==> images/met2.png <==
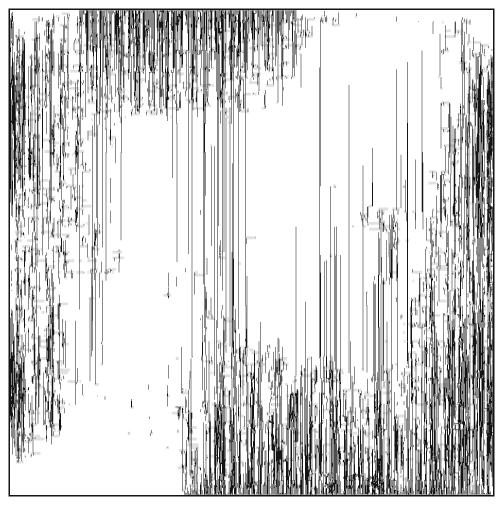
==> images/registers.png <==
Other sequential cells in the stronger gray, the rest of the logic in the fainter gray.
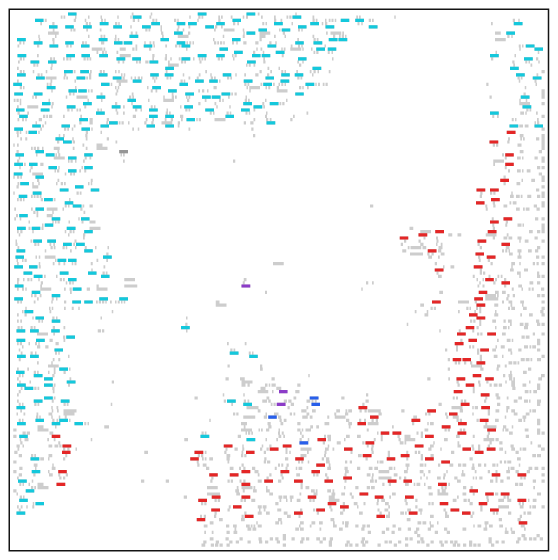
==> images/final_congestion.png <==
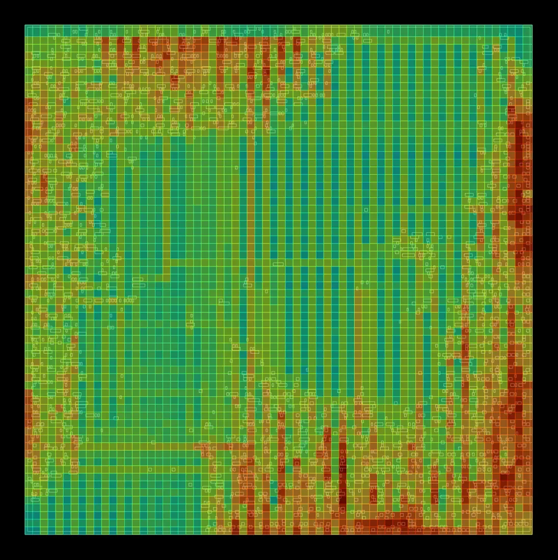
==> images/met3.png <==
Scale bar: 100 um.
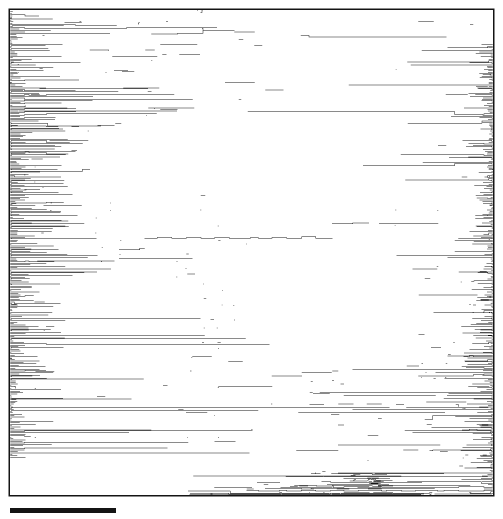
$ cat src/rtl/aes_pkg.sv
// -----------------------------------------------------------------------------
// aes_pkg
// Shared definitions for the iterative AES-256 round scheduler.
//   - aes_state_e : scheduler FSM state encoding (IDLE=0, INIT, ROUND, FINAL,
//                   DONE)
//   - AES_NR_256, AES_BLOCK, AES_KEY_256 : default round count and widths
//   - rk_w()      : width of a round-key index able to hold 0..nr
// -----------------------------------------------------------------------------
package aes_pkg;

  localparam int AES_NR_256  = 14;
  localparam int AES_BLOCK   = 128;
  localparam int AES_KEY_256 = 256;

  typedef enum logic [2:0] {
    IDLE  = 3'd0,
    INIT  = 3'd1,
    ROUND = 3'd2,
    FINAL = 3'd3,
    DONE  = 3'd4
  } aes_state_e;

  // Index width for round keys 0..nr. A single-round configuration still
  // needs one bit to tell key 0 from key 1.
  function automatic int rk_w(input int nr);
    return (nr < 1) ? 1 : $clog2(nr + 1);
  endfunction

endpackage

$ cat src/rtl/aes_round_cnt.sv
// -----------------------------------------------------------------------------
// aes_round_cnt
// Loadable up-counter that tracks the current AES round and flags the last
// MixColumns round (count == NR-1) and the zero count.
//
// Ports:
//   clk          in   clock, rising edge
//   i_rst        in   synchronous active-high reset, clears the count
//   i_load       in   load i_load_val (takes priority over i_inc)
//   i_load_val   in   W  value to load
//   i_inc        in   increment by one
//   o_cnt        out  W  current count
//   o_last_mid   out  count equals NR-1 (last round that uses MixColumns)
//   o_zero       out  count equals zero
// -----------------------------------------------------------------------------
module aes_round_cnt
  import aes_pkg::*;
#(
  parameter int NR = AES_NR_256,
  parameter int W  = rk_w(NR)
) (
  input  logic         clk,
  input  logic         i_rst,
  input  logic         i_load,
  input  logic [W-1:0] i_load_val,
  input  logic         i_inc,
  output logic [W-1:0] o_cnt,
  output logic         o_last_mid,
  output logic         o_zero
);

  logic [W-1:0] r_cnt;

  always_ff @(posedge clk) begin
    if (i_rst) begin
      r_cnt <= '0;
    end else if (i_load) begin
      r_cnt <= i_load_val;
    end else if (i_inc) begin
      r_cnt <= r_cnt + W'(1);
    end
  end

  assign o_cnt      = r_cnt;
  assign o_last_mid = (r_cnt == W'(NR - 1));
  assign o_zero     = (r_cnt == '0);

endmodule

$ cat src/rtl/aes_round_sched.sv
// -----------------------------------------------------------------------------
// aes_round_sched
// Iterative AES-256 round scheduler. Accepts a plaintext block (and, in IDLE,
// a cipher key) through a valid/ready handshake, holds the 128-bit cipher
// state and steps an external single-round datapath / key-expansion unit
// through rounds 0..NUMS_OF_ROUND. The ciphertext is then offered with
// valid/ready backpressure.
//
// Build option: define AES_SCHED_ABORT_EN to add the 'abort' input, which
// returns a busy scheduler to IDLE (the latched key is kept).
//
// Ports:
//   clk             in   clock, rising edge
//   reset           in   synchronous active-high reset
//   abort           in   (AES_SCHED_ABORT_EN only) abandon current block
//   data_valid_in   in   plaintext valid
//   data_ready_out  out  plaintext accepted when high together with valid
//   plain_text      in   DATA_LEN plaintext block
//   key_valid_in    in   cipher_key valid, sampled only in IDLE
//   cipher_key      in   KEY_LEN cipher key
//   data_valid_out  out  ciphertext valid
//   data_ready_in   in   downstream ready
//   cipher_text     out  DATA_LEN ciphertext (the state register)
//   key_o           out  KEY_LEN latched key for key expansion
//   rk_idx_o        out  requested round-key index
//   rk_i            in   DATA_LEN round key for rk_idx_o (combinational)
//   rnd_state_o     out  DATA_LEN state presented to the round datapath
//   rnd_mix_en_o    out  MixColumns enable, low only in the final round
//   rnd_state_i     in   DATA_LEN round datapath result
// -----------------------------------------------------------------------------
module aes_round_sched
  import aes_pkg::*;
#(
  parameter int KEY_LEN       = AES_KEY_256,
  parameter int DATA_LEN      = AES_BLOCK,
  parameter int NUMS_OF_ROUND = AES_NR_256
) (
  input  logic                             clk,
  input  logic                             reset,
`ifdef AES_SCHED_ABORT_EN
  input  logic                             abort,
`endif
  input  logic                             data_valid_in,
  output logic                             data_ready_out,
  input  logic [DATA_LEN-1:0]              plain_text,
  input  logic                             key_valid_in,
  input  logic [KEY_LEN-1:0]               cipher_key,
  output logic                             data_valid_out,
  input  logic                             data_ready_in,
  output logic [DATA_LEN-1:0]              cipher_text,
  output logic [KEY_LEN-1:0]               key_o,
  output logic [rk_w(NUMS_OF_ROUND)-1:0]   rk_idx_o,
  input  logic [DATA_LEN-1:0]              rk_i,
  output logic [DATA_LEN-1:0]              rnd_state_o,
  output logic                             rnd_mix_en_o,
  input  logic [DATA_LEN-1:0]              rnd_state_i
);

  localparam int RK_W = rk_w(NUMS_OF_ROUND);

  aes_state_e          r_state;
  aes_state_e          w_state_nxt;

  logic [KEY_LEN-1:0]  r_key;
  logic                r_key_loaded;
  logic [DATA_LEN-1:0] r_blk;

  logic                w_key_ld;
  logic                w_blk_ld;
  logic [DATA_LEN-1:0] w_blk_nxt;

  logic                w_cnt_load;
  logic [RK_W-1:0]     w_cnt_load_val;
  logic                w_cnt_inc;
  logic [RK_W-1:0]     w_cnt;
  logic                w_cnt_last;
  logic                w_unused_cnt_zero;

  logic                w_ready;
  logic                w_valid;
  logic [RK_W-1:0]     w_rk_idx;
  logic                w_mix_en;

  aes_round_cnt #(
    .NR (NUMS_OF_ROUND),
    .W  (RK_W)
  ) u_round_cnt (
    .clk        (clk),
    .i_rst      (reset),
    .i_load     (w_cnt_load),
    .i_load_val (w_cnt_load_val),
    .i_inc      (w_cnt_inc),
    .o_cnt      (w_cnt),
    .o_last_mid (w_cnt_last),
    .o_zero     (w_unused_cnt_zero)
  );

  always_ff @(posedge clk) begin
    if (reset) begin
      r_state <= IDLE;
    end else begin
      r_state <= w_state_nxt;
    end
  end

  always_comb begin
    w_state_nxt    = r_state;
    w_key_ld       = 1'b0;
    w_blk_ld       = 1'b0;
    w_blk_nxt      = r_blk;
    w_cnt_load     = 1'b0;
    w_cnt_load_val = '0;
    w_cnt_inc      = 1'b0;
    w_ready        = 1'b0;
    w_valid        = 1'b0;
    w_rk_idx       = w_cnt;
    w_mix_en       = 1'b1;

    case (r_state)
      IDLE: begin
        // A key offered alongside the first block makes the block acceptable
        // and is the key that block uses.
        w_ready  = !reset && (r_key_loaded || key_valid_in);
        w_key_ld = key_valid_in;
        if (w_ready && data_valid_in) begin
          w_blk_ld       = 1'b1;
          w_blk_nxt      = plain_text;
          w_cnt_load     = 1'b1;
          w_cnt_load_val = '0;
          w_state_nxt    = INIT;
        end
      end

      INIT: begin
        // Initial AddRoundKey with round key 0; the counter is still 0 here.
        w_blk_ld       = 1'b1;
        w_blk_nxt      = r_blk ^ rk_i;
        w_cnt_load     = 1'b1;
        w_cnt_load_val = RK_W'(1);
        w_state_nxt    = (NUMS_OF_ROUND == 1) ? FINAL : ROUND;
      end

      ROUND: begin
        w_blk_ld  = 1'b1;
        w_blk_nxt = rnd_state_i;
        w_cnt_inc = 1'b1;
        if (w_cnt_last) begin
          w_state_nxt = FINAL;
        end
      end

      FINAL: begin
        w_rk_idx    = RK_W'(NUMS_OF_ROUND);
        w_mix_en    = 1'b0;
        w_blk_ld    = 1'b1;
        w_blk_nxt   = rnd_state_i;
        w_state_nxt = DONE;
      end

      DONE: begin
        w_valid = 1'b1;
        if (data_ready_in) begin
          w_state_nxt = IDLE;
        end
      end

      default: begin
        w_state_nxt = IDLE;
      end
    endcase

`ifdef AES_SCHED_ABORT_EN
    // Abort wins over everything outside IDLE, including the DONE handshake.
    if (abort && (r_state != IDLE)) begin
      w_state_nxt = IDLE;
      w_blk_ld    = 1'b0;
      w_cnt_load  = 1'b0;
      w_cnt_inc   = 1'b0;
    end
`endif
  end

  always_ff @(posedge clk) begin
    if (reset) begin
      r_key        <= '0;
      r_key_loaded <= 1'b0;
      r_blk        <= '0;
    end else begin
      if (w_key_ld) begin
        r_key        <= cipher_key;
        r_key_loaded <= 1'b1;
      end
      if (w_blk_ld) begin
        r_blk <= w_blk_nxt;
      end
    end
  end

  assign data_ready_out = w_ready;
  assign data_valid_out = w_valid;
  assign cipher_text    = r_blk;
  assign rnd_state_o    = r_blk;
  assign key_o          = r_key;
  assign rk_idx_o       = w_rk_idx;
  assign rnd_mix_en_o   = w_mix_en;

endmodule

$ cat config.mk
export PLATFORM = sky130hd
export DESIGN_NAME = aes_round_sched
export DESIGN_NICKNAME = d
export VERILOG_FILES = /design/src/rtl/aes_pkg.sv /design/src/rtl/aes_round_cnt.sv /design/src/rtl/aes_round_sched.sv
export SDC_FILE = /design/constraint.sdc
export NUM_CORES = 1
export LEC_CHECK = 0
export ABC_AREA = 0
export CELL_PAD_IN_SITES_DETAIL_PLACEMENT = 1
export CELL_PAD_IN_SITES_GLOBAL_PLACEMENT = 2
export CORE_AREA = 2 2 455 457
export DETAILED_ROUTE_END_ITERATION = 6
export DIE_AREA = 0 0 457 459
export DONT_BUFFER_PORTS = 1
export GPL_TIMING_DRIVEN = 0
export PLACE_DENSITY = 0.33
export SETUP_SLACK_MARGIN = 0.1
export SLEW_MARGIN = 20
export SYNTH_ARGS = -nofsm -noshare
export SYNTH_HDL_FRONTEND = slang
export SYNTH_SLANG_ARGS = --single-unit
$ cat constraint.sdc
create_clock -name clk -period 4.9 [get_ports clk]
set_clock_uncertainty 0.15 [all_clocks]
set_input_delay 1.47 -clock clk [delete_from_list [all_inputs] [get_ports clk]]
set_output_delay 1.47 -clock clk [all_outputs]
set_load 0.005 [all_outputs]
==> impl_metrics.ini <==
; physical design summary
[floorplan]
die-width_um = 457
coreArea_um2 = 206000
rows = 167
die_h_um = 459
ioPinCount = 1164
fp_util = 0.0889
chipArea_um2 = 210000

[power_and_ir_drop]
p_leak_nw = 8.66
power_density_nw_per_um2 = 407
p_int_w = 0.00652
p_sw_w = 0.00316
swShare = 0.326
power_frac_seq = 0.395
ir_worst_vdd_uv = 278
p_comb_frac = 0.138
p_clk_frac = 0.468

[finish]
nets = 3017
lay_top_cells = nand2_1, dfxtp_1, a21oi_1
fill_cells = 24477
syn2layout_area_growth_pct = 30.2
mostFrequentLayoutCell = nand2_1
comb_area_um2 = 8500
drive_gt1_frac = 0.143
regArea_um2 = 7850

[drt]
drc = 0
first_iter_violations = 926
ant_nets = 0
firstDrtPassIters = 5
viasPerCell = 3.47

[synth]
syn_inst = 2306
floorplan.nets = 2953
netlist-cell-type-count = 34
yosys-stat-area_um2 = 18300
ys_seq_frac = 0.429
synthFlopType = dfxtp_1
yosys_cells = 2306
syn_area_um2 = 18300
ys.flops = 392
edf_count = 0
yosys_warnings = 0
avgSynthCellArea_um2 = 7.93
async_flop_share = 0

[outcome]
status = finished clean

[placement]
routabilityCongestion = 0.913
numPortBuffers = 0
dp_hpwl_mm = 136
pre_cts_ws_ns = 0.234

[global_route]
antenna_found_initial = 57
grt_pass1_vias = 18535
grt-ovfl-total = 0
grt_max_degree = 19
grt_use_total = 0.147
grt_pass1_wl_mm = 205

[sta]
rsz0062_at_grt = false
post-route-min-period_ns = 4.53
slew_violations = 0
finalCritPeriodShare = 0.924
setup_slack_ns = 0.374
max_slew.worst_pin.slew_ns = 1.10
max_slew_margin = 0.265
hold_viol = 0
setup_violations = 0
clock.fmax_ghz = 0.221

[setup_path]
crit_start = r_state[2]$_SDFFE_PP0P_
crit_type = reg -> out
required_ns = 3.28
r2r-start = r_state[2]$_SDFFE_PP0P_
rr_worst_depth = 5
crit_path_max_fanout = 10
arrival_ns = 2.91
worst_setup_path_start_kind = flop
end_kind = primary output

[clock_tree]
cts-root-buf = clkbuf_16
clock_latency_ns = 0.70
cts_tree = yes
htreeDepth = 2
numCtsBuffers = 57
clockBufferDepth = 3
clkTransAtPathRegs_ns = 0.05
cts.repair_timing.setup_buffer_count = 0
cts_sinks = 392

[worst_hold_path]
min_from = key_o[165]$_SDFFE_PP0P_
holdCritPathClass = reg -> reg
hold_depth = 2

[run]
cap_violations = 0
tool_warnings = 27
Back to the opening pictures, met2.png:
main direction: vertical
nets with wire on the layer: 2606

Back to the opening pictures, registers.png:
| color | signal | sequential cells |
|---|---|---|
| cyan | `key_o` | 256 |
| purple | `r_state` | 3 |
| blue | `u_round_cnt.o_cnt` | 4 |
| red | `cipher_text` | 128 |
not colored: 1

Back to the opening pictures, final_congestion.png:
global routing's busiest layer: met2
wire length per cell: 31.5 um
Finished Core Util: 0.116
GR Util met3: 0.0812

Back to the opening pictures, met3.png:
main direction: horizontal
share of all routed wire: 13%
longest straight run: 358 um
nets with wire on the layer: 719
vias post-DR: 17826
WL final: 162 mm

power by group through the flow:
stage / registers, W / clock network [W] / logic [W]
after floorplan: 0.00364 / 0 / 0.000816
after global placement: 0.00391 / 0 / 0.00137
after detailed placement: 0.00391 / 0 / 0.00138
after CTS: 0.00384 / 0.00475 / 0.00139
after global routing: 0.00385 / 0.00483 / 0.00148
final: 0.00382 / 0.00453 / 0.00133
registers in the layout (all words and copies together), names as in the netlist:
name / count
key_o: 256
cipher_text: 128
u_round_cnt.o_cnt: 4
r_state: 3
r_key_loaded: 1
metrics by stage:
step / instance area, um2 / cells / hold slack [ns] / total power, W / TNS, ns
2_1_floorplan: 18300 / 2306 / 0.282 / 0.00445 / 0
3_3_place_gp: 21700 / 5010 / 0.316 / 0.00528 / -0.497
3_5_place_dp: 21800 / 5015 / 0.321 / 0.00529 / 0
4_1_cts: 23800 / 5120 / 0.329 / 0.00998 / 0
5_1_grt: 23800 / 5128 / 0.344 / 0.0102 / 0
6_report: 23800 / 5137 / 0.327 / 0.00968 / 0
synthesized netlist by cell type (all sizes together), types with 2 or more instances:
cell    count  area share
nand2     645        0.13
buf       245       0.089
a22oi     128       0.053
ha          2      0.0014
xor2      130       0.062
and2        3      0.0010
nand3b      2      0.0010
a211o     128       0.061
dfxtp     392        0.43
nor3        3     0.00082
nand2b      6      0.0021
o21ai     131       0.036
nand4       2     0.00068
clkbuf     84       0.017
nor2        6      0.0014
inv         2     0.00041
a21oi     386        0.11
a21boi      2      0.0010
cells by family after synthesis:
kind of cell	Yosys count	synth area share
compound gates	779	0.258
simple gates	672	0.142
flops	392	0.429
buf+inv	331	0.106
xor+xnor	130	0.0623
fa+ha+maj	2	0.00137
metal layers:
metal	vias to the layer above	track usage	routed length (um)
met3	204	0.0812	20500
met1	8732	0.152	57700
met5	-	0	157
met4	24	0.0471	5150
li1	7901	-	-
met2	965	0.253	78000
worst paths after layout:
path / to / slack, ns
min: key_o[165]$_SDFFE_PP0P_ / 0.33
max: rk_idx_o[0] / 0.37
min reg2reg: key_o[165]$_SDFFE_PP0P_ / 0.33
max reg2reg: key_o[122]$_SDFFE_PP0P_ / 2.05
critical path: stages (launching register included):
cell,delay (ns)
dfxtp_1,0.56
buf_2,0.45
buf_4,0.35
nand3b_1,0.52
and2_1,0.32
area by class of cell:
class / instances / area share
multi-input combinational: 1583 / 0.357
tap: 2704 / 0.142
sequential: 392 / 0.330
buffer: 329 / 0.0819
clock inverter: 16 / 0.0122
antenna: 17 / 0.00179
timing repair buffer: 5 / 0.00357
clock buffer: 89 / 0.0717
inverter: 2 / 0.000315
repair_timing:
item                       CTS  global route
gates resized                1             0
hold buffers                 0             0
setup endpoints to repair    4             0
Power and IR drop assume default switching activity.
